Fig. 1: run 1, signal wires by layer
Scale bar: 20 um. Two of the layers only.
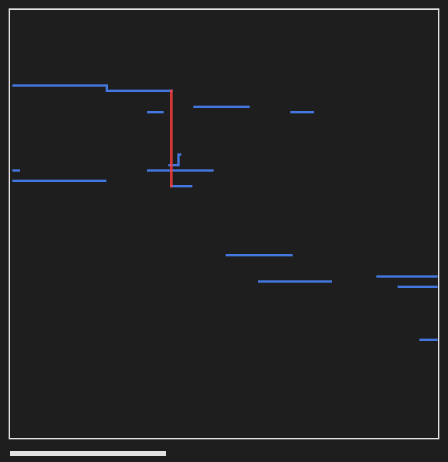
Fig. 2: run 1, cell classes on the final placement
Scale bar: 20 um.
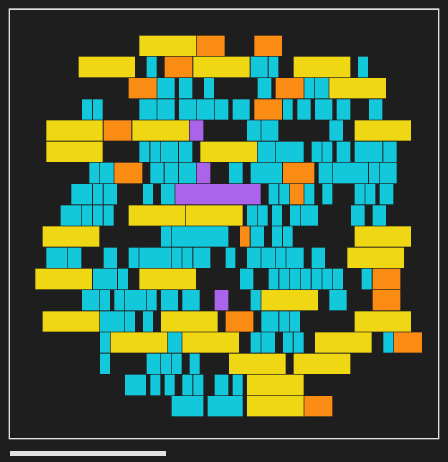
Fig. 3: run 1, logic cells by family
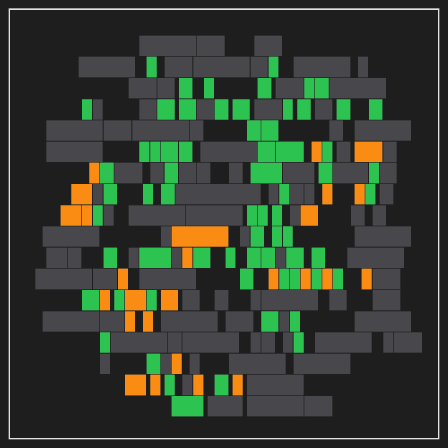
Fig. 4: run 1, register map, names as in the netlist
Scale bar: 20 um. Other sequential cells in the stronger grey, the rest of the logic in the fainter grey.
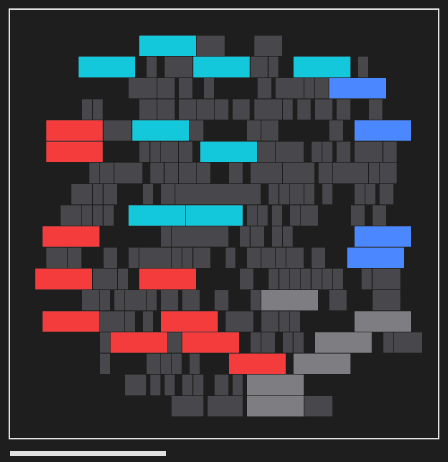
$ cat config.mk
export PLATFORM = sky130hd
export DESIGN_NAME = uart_tx_serializer
export DESIGN_NICKNAME = d
export VERILOG_FILES = /design/src/rtl/uart_pkg.sv /design/src/rtl/uart_baud_tick.sv /design/src/rtl/uart_tx_serializer.sv
export SDC_FILE = /design/constraint.sdc
export NUM_CORES = 1
export LEC_CHECK = 0
export ABC_AREA = 1
export ABC_CLOCK_PERIOD_IN_PS = 4000
export CORE_MARGIN = 2
export CORE_UTILIZATION = 50
export CTS_BUF_LIST = sky130_fd_sc_hd__clkbuf_2
export DETAILED_ROUTE_END_ITERATION = 8
export GPL_TIMING_DRIVEN = 0
export PLACE_DENSITY = 0.78
export RECOVER_POWER = 50
export SETUP_SLACK_MARGIN = 0.15
export SYNTH_ARGS = -nofsm -noshare
export SYNTH_HDL_FRONTEND = slang
export SYNTH_SLANG_ARGS = --single-unit
export TNS_END_PERCENT = 50
$ cat constraint.sdc
create_clock -name i_Clk -period 4 [get_ports i_Clk]
set_input_delay 1 -clock i_Clk [delete_from_list [all_inputs] [get_ports i_Clk]]
set_output_delay 1 -clock i_Clk [all_outputs]
set_load 0.005 [all_outputs]
$ cat src/rtl/uart_pkg.sv
// Shared types and defaults for the UART transmit path.
package uart_pkg;

    typedef enum logic [1:0] {
        IDLE,
        START,
        DATA,
        STOP
    } tx_state_t;

    localparam int DEFAULT_CLKS_PER_BIT = 868;
    localparam int DEFAULT_DATA_BITS    = 8;

endpackage

$ cat src/rtl/uart_baud_tick.sv
// Bit-period timer: o_Tick marks the final cycle of each CLKS_PER_BIT period.
module uart_baud_tick
    import uart_pkg::*;
#(
    parameter int CLKS_PER_BIT = DEFAULT_CLKS_PER_BIT
) (
    input  logic i_Clk,
    input  logic i_Rst_n,
    input  logic i_Clear,
    output logic o_Tick
);

    localparam int CNT_W = (CLKS_PER_BIT > 1) ? $clog2(CLKS_PER_BIT) : 1;
    localparam logic [CNT_W-1:0] LAST = CNT_W'(CLKS_PER_BIT - 1);

    logic [CNT_W-1:0] cnt;

    // NOTE: sequential state uses non-blocking assignments so every register
    // samples the pre-edge values of its neighbours.
    always_ff @(posedge i_Clk) begin
        if (!i_Rst_n) begin
            cnt <= '0;
        end else if (i_Clear || cnt == LAST) begin
            cnt <= '0;
        end else begin
            cnt <= cnt + CNT_W'(1);
        end
    end

    assign o_Tick = (cnt == LAST);

endmodule

$ cat src/rtl/uart_tx_serializer.sv
// 8N1 UART transmitter launched on a rising edge of i_Transmit; registered outputs.
module uart_tx_serializer
    import uart_pkg::*;
#(
    parameter int CLKS_PER_BIT = DEFAULT_CLKS_PER_BIT,
    parameter int DATA_BITS    = DEFAULT_DATA_BITS
) (
    input  logic                 i_Clk,
    input  logic                 i_Rst_n,
    input  logic                 i_Transmit,
    input  logic [DATA_BITS-1:0] i_Data,
    output logic                 o_Tx,
    output logic                 o_Busy,
    output logic                 o_Done
);

    localparam int BIT_W = $clog2(DATA_BITS + 1);
    localparam logic [BIT_W-1:0] LAST_BIT = BIT_W'(DATA_BITS - 1);

    tx_state_t            state, state_next;
    logic [DATA_BITS-1:0] shift, shift_next;
    logic [BIT_W-1:0]     bit_cnt, bit_cnt_next;
    logic                 prev;
    logic                 launch, tick, clear;
    logic                 tx_next, busy_next, done_next;

    assign launch = i_Transmit & ~prev;
    assign clear  = (state_next != state);

    uart_baud_tick #(.CLKS_PER_BIT(CLKS_PER_BIT)) u_baud (
        .i_Clk   (i_Clk),
        .i_Rst_n (i_Rst_n),
        .i_Clear (clear),
        .o_Tick  (tick)
    );

    // NOTE: every always_comb output gets a default first so no path leaves a
    // signal unassigned, which would otherwise infer a latch.
    always_comb begin
        state_next   = state;
        shift_next   = shift;
        bit_cnt_next = bit_cnt;
        done_next    = 1'b0;

        case (state)
            IDLE: begin
                if (launch) begin
                    shift_next   = i_Data;
                    bit_cnt_next = '0;
                    state_next   = START;
                end
            end
            START: begin
                if (tick) state_next = DATA;
            end
            DATA: begin
                if (tick) begin
                    if (bit_cnt == LAST_BIT) begin
                        state_next = STOP;
                    end else begin
                        shift_next   = shift >> 1;
                        bit_cnt_next = bit_cnt + BIT_W'(1);
                    end
                end
            end
            STOP: begin
                if (tick) begin
                    state_next = IDLE;
                    done_next  = 1'b1;
                end
            end
            default: state_next = IDLE;
        endcase

        // Outputs are decoded from the next state so they register in step with it.
        tx_next   = 1'b1;
        busy_next = 1'b1;
        case (state_next)
            IDLE:    busy_next = 1'b0;
            START:   tx_next   = 1'b0;
            DATA:    tx_next   = shift_next[0];
            default: ;
        endcase
    end

    // NOTE: the shift register is reset along with everything else; it is a
    // single small register, not a memory array, so the reset costs nothing.
    always_ff @(posedge i_Clk) begin
        if (!i_Rst_n) begin
            state   <= IDLE;
            shift   <= '0;
            bit_cnt <= '0;
            prev    <= 1'b1;
            o_Tx    <= 1'b1;
            o_Busy  <= 1'b0;
            o_Done  <= 1'b0;
        end else begin
            state   <= state_next;
            shift   <= shift_next;
            bit_cnt <= bit_cnt_next;
            prev    <= i_Transmit;
            o_Tx    <= tx_next;
            o_Busy  <= busy_next;
            o_Done  <= done_next;
        end
    end

endmodule

==> impl_metrics.csv, run 1 <==
group,metric,value,unit
synth,synthSimpleGateAreaFrac,38.4,%
cells_and_area,final-comb-area,631,um2
cells_and_area,nets,199,
cells_and_area,n_antenna_cell,0,
worst_setup_path,crit_family,"buffers and inverters",
clock_network,clock.latency.late_pin,360,ps
timing,slew_violations,0,
cells_and_area,flops,28,
detailed_routing,avgRoutedWirePerCell,12.3,um
synth,synth.distinct_cells,27,
worst_setup_path,r2r_slack,2310,ps
cells_and_area,nMultiInputCombCells,117,
min_path,hp-start,"u_baud.cnt[0]$_SDFF_PP0_",
grt,track_usage,19.7,%
cells_and_area,n_fill_cell,226,
floorplan,die_w,54.9,um
worst_setup_path,cp.required,3000,ps
worst_setup_path,cp.arrival,1220,ps
worst_setup_path,crit_end,"o_Tx",
grt,grt_pass1_wl,4.35,mm
worst_setup_path,cp.depth,1,
worst_setup_path,slowest_delay,490,ps
synth,synth_cells,168,
run_status,status,"complete, no violations",
clock_network,numCtsBuffers,3,
synth,adder_share,1.93,%
synth,mux_share,0,%
worst_setup_path,cp-start-kind,"register",
clock_network,path_clk_slew,260,ps
detailed_routing,vias_per_cell,5.39,
synth,synth-xor-area-share,1.35,%
worst_setup_path,end_kind,"output pin",
cells_and_area,sh_seq_area,37.4,%
floorplan,fp-row-count,18,
timing,rsz0062_at_grt,"false",
grt,busiest_layer,"met2",
place,placed_cell_area,1460,um2
Back to the opening pictures, Fig. 1:
met4 -> red  # wire length 12.2 um
met3 -> blue  # wire length 90.4 um

Back to the opening pictures, Fig. 2:
all other logic -> cyan  # cells 137
flops -> yellow  # cells 28
clock drivers and dummy loads -> purple  # cells 4
other buffers and delay cells -> orange  # cells 16

Back to the opening pictures, Fig. 3:
NAND gates -> green  # cells 66
NOR gates -> orange  # cells 26

Back to the opening pictures, Fig. 4:
u_baud.cnt -> red  # sequential cells 10
bit_cnt -> blue  # sequential cells 4
shift -> cyan  # sequential cells 8, where north

-- run 1: Yosys cell counts --
master	n
a21oi_1	9
a31oi_1	6
and3_1	1
buf_2	1
buf_6	1
clkbuf_1	1
clkinv_1	2
dfxtp_1	28
ha_1	2
inv_1	16
inv_2	2
nand2_1	30
nand2_2	2
nand2_4	3
nand3_1	20
nand3_2	3
nand4_1	8
nor2_1	18
nor2_2	2
nor2_8	1
nor3_2	1
nor3b_1	4
o21a_1	1
o21ai_0	1
o21ai_1	1
or2_2	2
xor2_1	2
-- run 1: report_power, final --
group / internal (mW) / switching [mW]
logic: 0.0191 / 0.0210
clock network: 0.0860 / 0.0831
registers: 0.288 / 0.00466
total: 0.393 / 0.109
Fig. 5: run 1, routing congestion
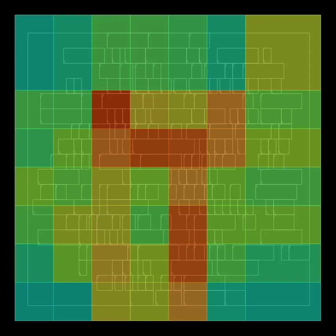

==> inputs of run 2 (changes only) <==
Settings changed: ABC_CLOCK_PERIOD_IN_PS 4000 to 1800, PLACE_DENSITY 0.78 to 0.81.
Clock period 4 ns to 1.8 ns, I/O delays scaled along.
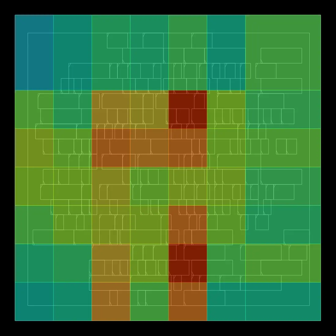
Fig. 6. Routing congestion (run 2).
Core Util, Final: 59.7%
M3 GR Usage: 2.69%

==> run 2 against run 1 <==
Global-route usage is 0.75 points lower. Final area is 1.3% lower. Critical endpoint is now o_Done. Die size stayed put. Critical path depth stayed put. Clock power is 26% higher. Synthesized area stayed put. Power is 89% higher. Via count is 1.9% lower. Cell count is 0.47% lower.
==> impl_metrics.csv, run 2 <==
group,metric,value,unit
synth,yosysCellCount,168,
grt,globalRouteMet1Util,23.0,%
synth,flop_cell,"dfxtp_1",
worst_setup_path,slowest_delay,490,ps
cells_and_area,syn_to_final_growth,14.1,%
timing,slew_violations,0,
synth,async_flop_share,0,%
min_path,hold_end,"bit_cnt[0]$_SDFFE_PN0P_",
worst_setup_path,crit_family,"buffers and inverters",
detailed_routing,ant_nets,0,
worst_setup_path,cp-start-kind,"register",
clock_network,clock.latency.late_pin,340,ps
worst_setup_path,cp-startpoint,"o_Done$_SDFF_PN0_",
worst_setup_path,rr_endpoint,"o_Tx$_SDFF_PN1_",
min_path,hp-start,"bit_cnt[0]$_SDFFE_PN0P_",
worst_setup_path,r2r_slack,180,ps
power_and_ir_drop,power.density,643,nW/um2
grt,antenna_found_initial,0,
worst_setup_path,cp.arrival,1180,ps
synth,top_cells_by_count,"nand2_1, dfxtp_1, nand3_1",
timing,setup_viol,0,
worst_setup_path,path_class,"register to output pin",
clock_network,postCtsSetupRepairBufs,0,
clock_network,path_clk_slew,240,ps
floorplan,fp-row-count,18,
detailed_routing,vias_per_cell,5.31,
min_path,whs_path_depth,1,
detailed_routing,wl_met2,1.28,mm
floorplan,die-height,54.9,um
timing,worst_pin_slew,456,ps
grt,busiest_layer,"met2",
grt,grt_start_max_net_pins,15,
worst_setup_path,crit_end,"o_Done",
cells_and_area,drive_gt1_share,11.4,%
detailed_routing,top_layer,"met4",
synth,synth.distinct_cells,27,
floorplan,design.portCount,14,
place,dp_cells,211,
clock_network,root_buffer,"clkbuf_2",
floorplan,core,2480,um2
worst_setup_path,cp.depth,1,
clock_network,numCtsBuffers,3,
grt,use_met2,32.9,%
timing,rsz0062_at_grt,"true",
detailed_routing,first_pass_iters,4,
power_and_ir_drop,p_leak,0.630,nW
cells_and_area,nets,199,
synth,synth.most_common_cell,"nand2_1",
cells_and_area,n_antenna_cell,0,
timing,min_period,1630,ps
synth,edf_count,0,
min_path,min_path_type,"register to register",
worst_setup_path,cp.required,1350,ps
floorplan,initCoreUtil,52.3,%
cells_and_area,finalInstanceArea,1480,um2
worst_setup_path,cp_slowest_cell,"clkdlybuf4s50_1",
worst_setup_path,end_kind,"output pin",
grt,grt_overflow,0,
run_status,status,"complete, no violations",
floorplan,die_w,54.9,um
flow_run,drv_cap,0,
grt,grt_pass1_wl,4.17,mm
synth,top_area_share,43.2,%
cells_and_area,mostFrequentLayoutCells,"nand2_1, dfxtp_1, nand3_1, nor2_1, inv_1",
timing,fin_tns_setup,0,ps
place,placed_cell_area,1460,um2
synth,synth_cells,168,
timing,finalHoldViolCount,0,
cells_and_area,regMostFlops,"u_baud.cnt",
synth,synth.ff_latch_count,28,
worst_setup_path,r2r_start,"bit_cnt[1]$_SDFFE_PN0P_",
timing,relSlewSlack,69.6,%
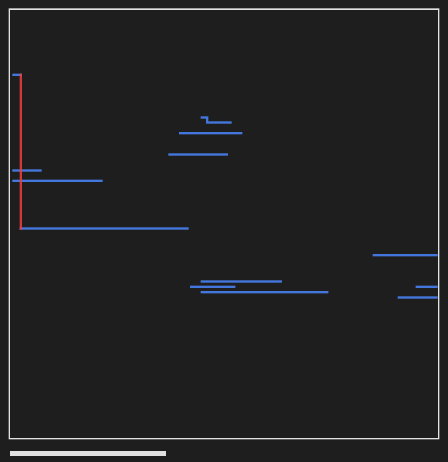
Fig. 7. Signal wires by layer (run 2).
Scale bar: 20 um. Two of the layers only.
Routed WL: 2.53 mm
DR vias: 1136
drt wl/cell: 11.8 um
GRT Util Overall: 18.9%

[run 2: logic make-up after synthesis]
kind of cell	share of synthesized area (%)
AOI/OAI and AO/OA	7.72
and+or+nand+nor	38.4
DFF	43.2
adders and majority gates	1.93
xor gates and xnor gates	1.35
buffers and inverters	7.34
[run 2: report_power, final]
part           internal (mW)  switching [mW]  total (mW)
registers              0.640          0.0102       0.650
clock network         0.0453           0.168       0.213
logic                 0.0421          0.0459      0.0880
[run 2: area by class of cell]
type	count	area [um2]
Fill cell	238	998
Multi-Input combinational cell	117	638
Sequential cell	28	562
Timing Repair Buffer	13	131
Inverter	20	75.1
Tap cell	30	37.5
Buffer	3	20.0
Clock buffer	3	15.0
[run 2: what timing repair did]
action	in CTS	in global routing
hold endpoints to repair	0	0
hold buffers	0	0
endpoints found under the setup margin	3	14
resized	1	6
Fig. 8: run 2, cell classes on the final placement
Scale bar: 20 um.
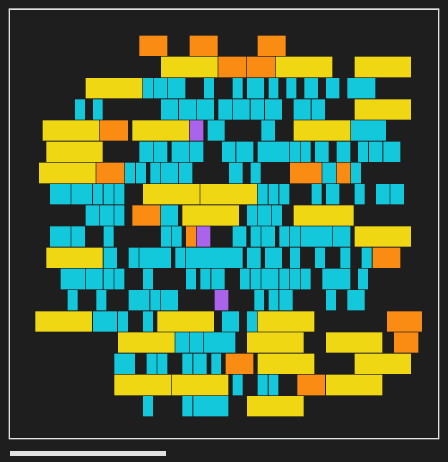

==> inputs of run 3 (changes only) <==
Settings changed: CORE_UTILIZATION 50 to 32, PLACE_DENSITY 0.81 to 0.58, SETUP_SLACK_MARGIN 0.15 to 0.05, SYNTH_HIERARCHICAL set to 1.
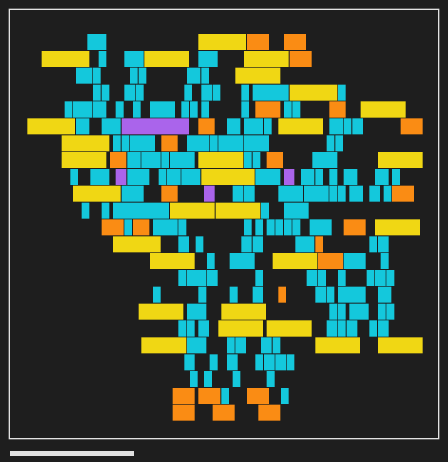
Fig. 9. Cell classes on the final placement (run 3).
Scale bar: 20 um.
clock drivers and dummy loads -> purple  # cells 4
other buffers and delay cells -> orange  # cells 24
flops -> yellow  # cells 28
all other logic -> cyan  # cells 155

==> run 3 against run 2 <==
Final area up 20%. Die size up 58%. Critical path depth unchanged. Combinational power up 67%. Power up 25%. Routed wire length up 8.4%. First-iteration DRC count up 110%. Clock skew up 18 ps. Global-route usage down 6.9 points. Sequential cell count unchanged. Clock-buffer cell count unchanged. Synthesized cell count up 9.5%. Critical path type unchanged. Largest power group unchanged.
==> impl_metrics.csv, run 3 <==
group,metric,value,unit
floorplan,taps,50,
worst_setup_path,cp.arrival,1260,ps
grt,antenna_found_initial,0,
run_status,status,"complete, no violations",
grt,grt_overflow,0,
synth,synth.most_common_cell,"nand2_1",
cells_and_area,seq_area,573,um2
synth,topCombFamilyByArea,"simple AND/OR/NAND/NOR gates",
grt,use_met2,20.1,%
cells_and_area,nonClkBufAreaFrac,12.0,%
grt,met3_usage,4.24,%
cells_and_area,nClkBuffers,3,
synth,top_cells_by_count,"nand2_1, dfxtp_1, nor2_1",
power_and_ir_drop,p_leak,0.655,nW
clock_network,clock.latency.late_pin,390,ps
grt,busiest_layer,"met2",
detailed_routing,first_pass_iters,4,
floorplan,die_w,69.1,um
floorplan,core,4030,um2
cells_and_area,drive_gt1_share,29.4,%
worst_setup_path,end_kind,"output pin",
cells_and_area,mostFrequentLayoutCells,"nand2_1, nor2_1, dfxtp_1, inv_1, clkdlybuf4s50_1",
worst_setup_path,r2r_slack,120,ps
cells_and_area,regMostFlops,"u_baud/cnt",
synth,mux_share,0,%
detailed_routing,avgRoutedWirePerCell,10.5,um
synth,synth-xor-area-share,3.87,%
grt,globalRouteMet1Util,14.7,%
grt,grt_pass1_wl,4.77,mm
cells_and_area,comb_area_share,45.1,%
worst_setup_path,slowest_delay,490,ps
synth,synth.distinct_cells,23,
cells_and_area,final-comb-area,800,um2
place,placed_cell_area,1570,um2
synth,async_flop_share,0,%
timing,relSlewSlack,68.6,%
cells_and_area,flops,28,
timing,setup_viol,0,
cells_and_area,n_antenna_cell,0,
clock_network,ctsResizeCount,9,
power_and_ir_drop,power.density,669,nW/um2
cells_and_area,n_fill_cell,404,
timing,fin_tns_setup,0,ps
worst_setup_path,path_class,"register to output pin",
timing,worst_pin_slew,471,ps
synth,edf_count,0,
synth,synth_cells,184,
clock_network,root_buffer,"clkbuf_2",
min_path,min_path_type,"register to register",
synth,yosysCellCount,184,
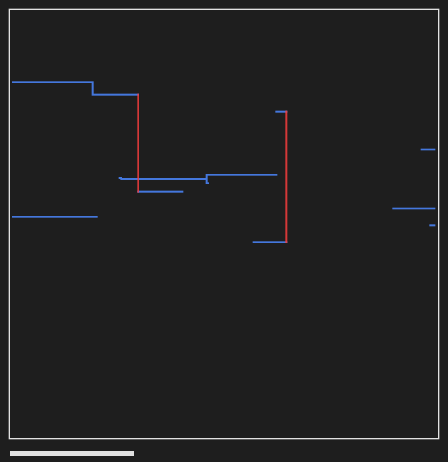
Fig. 10. Signal wires by layer (run 3).
Scale bar: 20 um. Two of the layers only.
DR vias: 1191
GRT Util Overall: 12.1%

-- run 3: power by group --
group	total (mW)	leakage (nW)	internal [mW]	switching, mW
registers	0.652	0.231	0.639	0.0122
clock network	0.388	0.0266	0.191	0.197
logic	0.147	0.397	0.0701	0.0770
total	1.19	0.655	0.901	0.286
-- run 3: path summary, 6_finish.rpt --
path,start,cells past startpoint,to
setup / recovery,o_Tx$_SDFF_PN1_,1,o_Tx
hold / removal,shift[7]$_SDFFE_PN0P_,2,shift[7]$_SDFFE_PN0P_
setup reg to reg,u_baud/cnt[1]$_SDFF_PP0_,12,shift[1]$_SDFFE_PN0P_
hold reg to reg,shift[7]$_SDFFE_PN0P_,2,shift[7]$_SDFFE_PN0P_
Power is estimated from default activity; no workload was simulated.
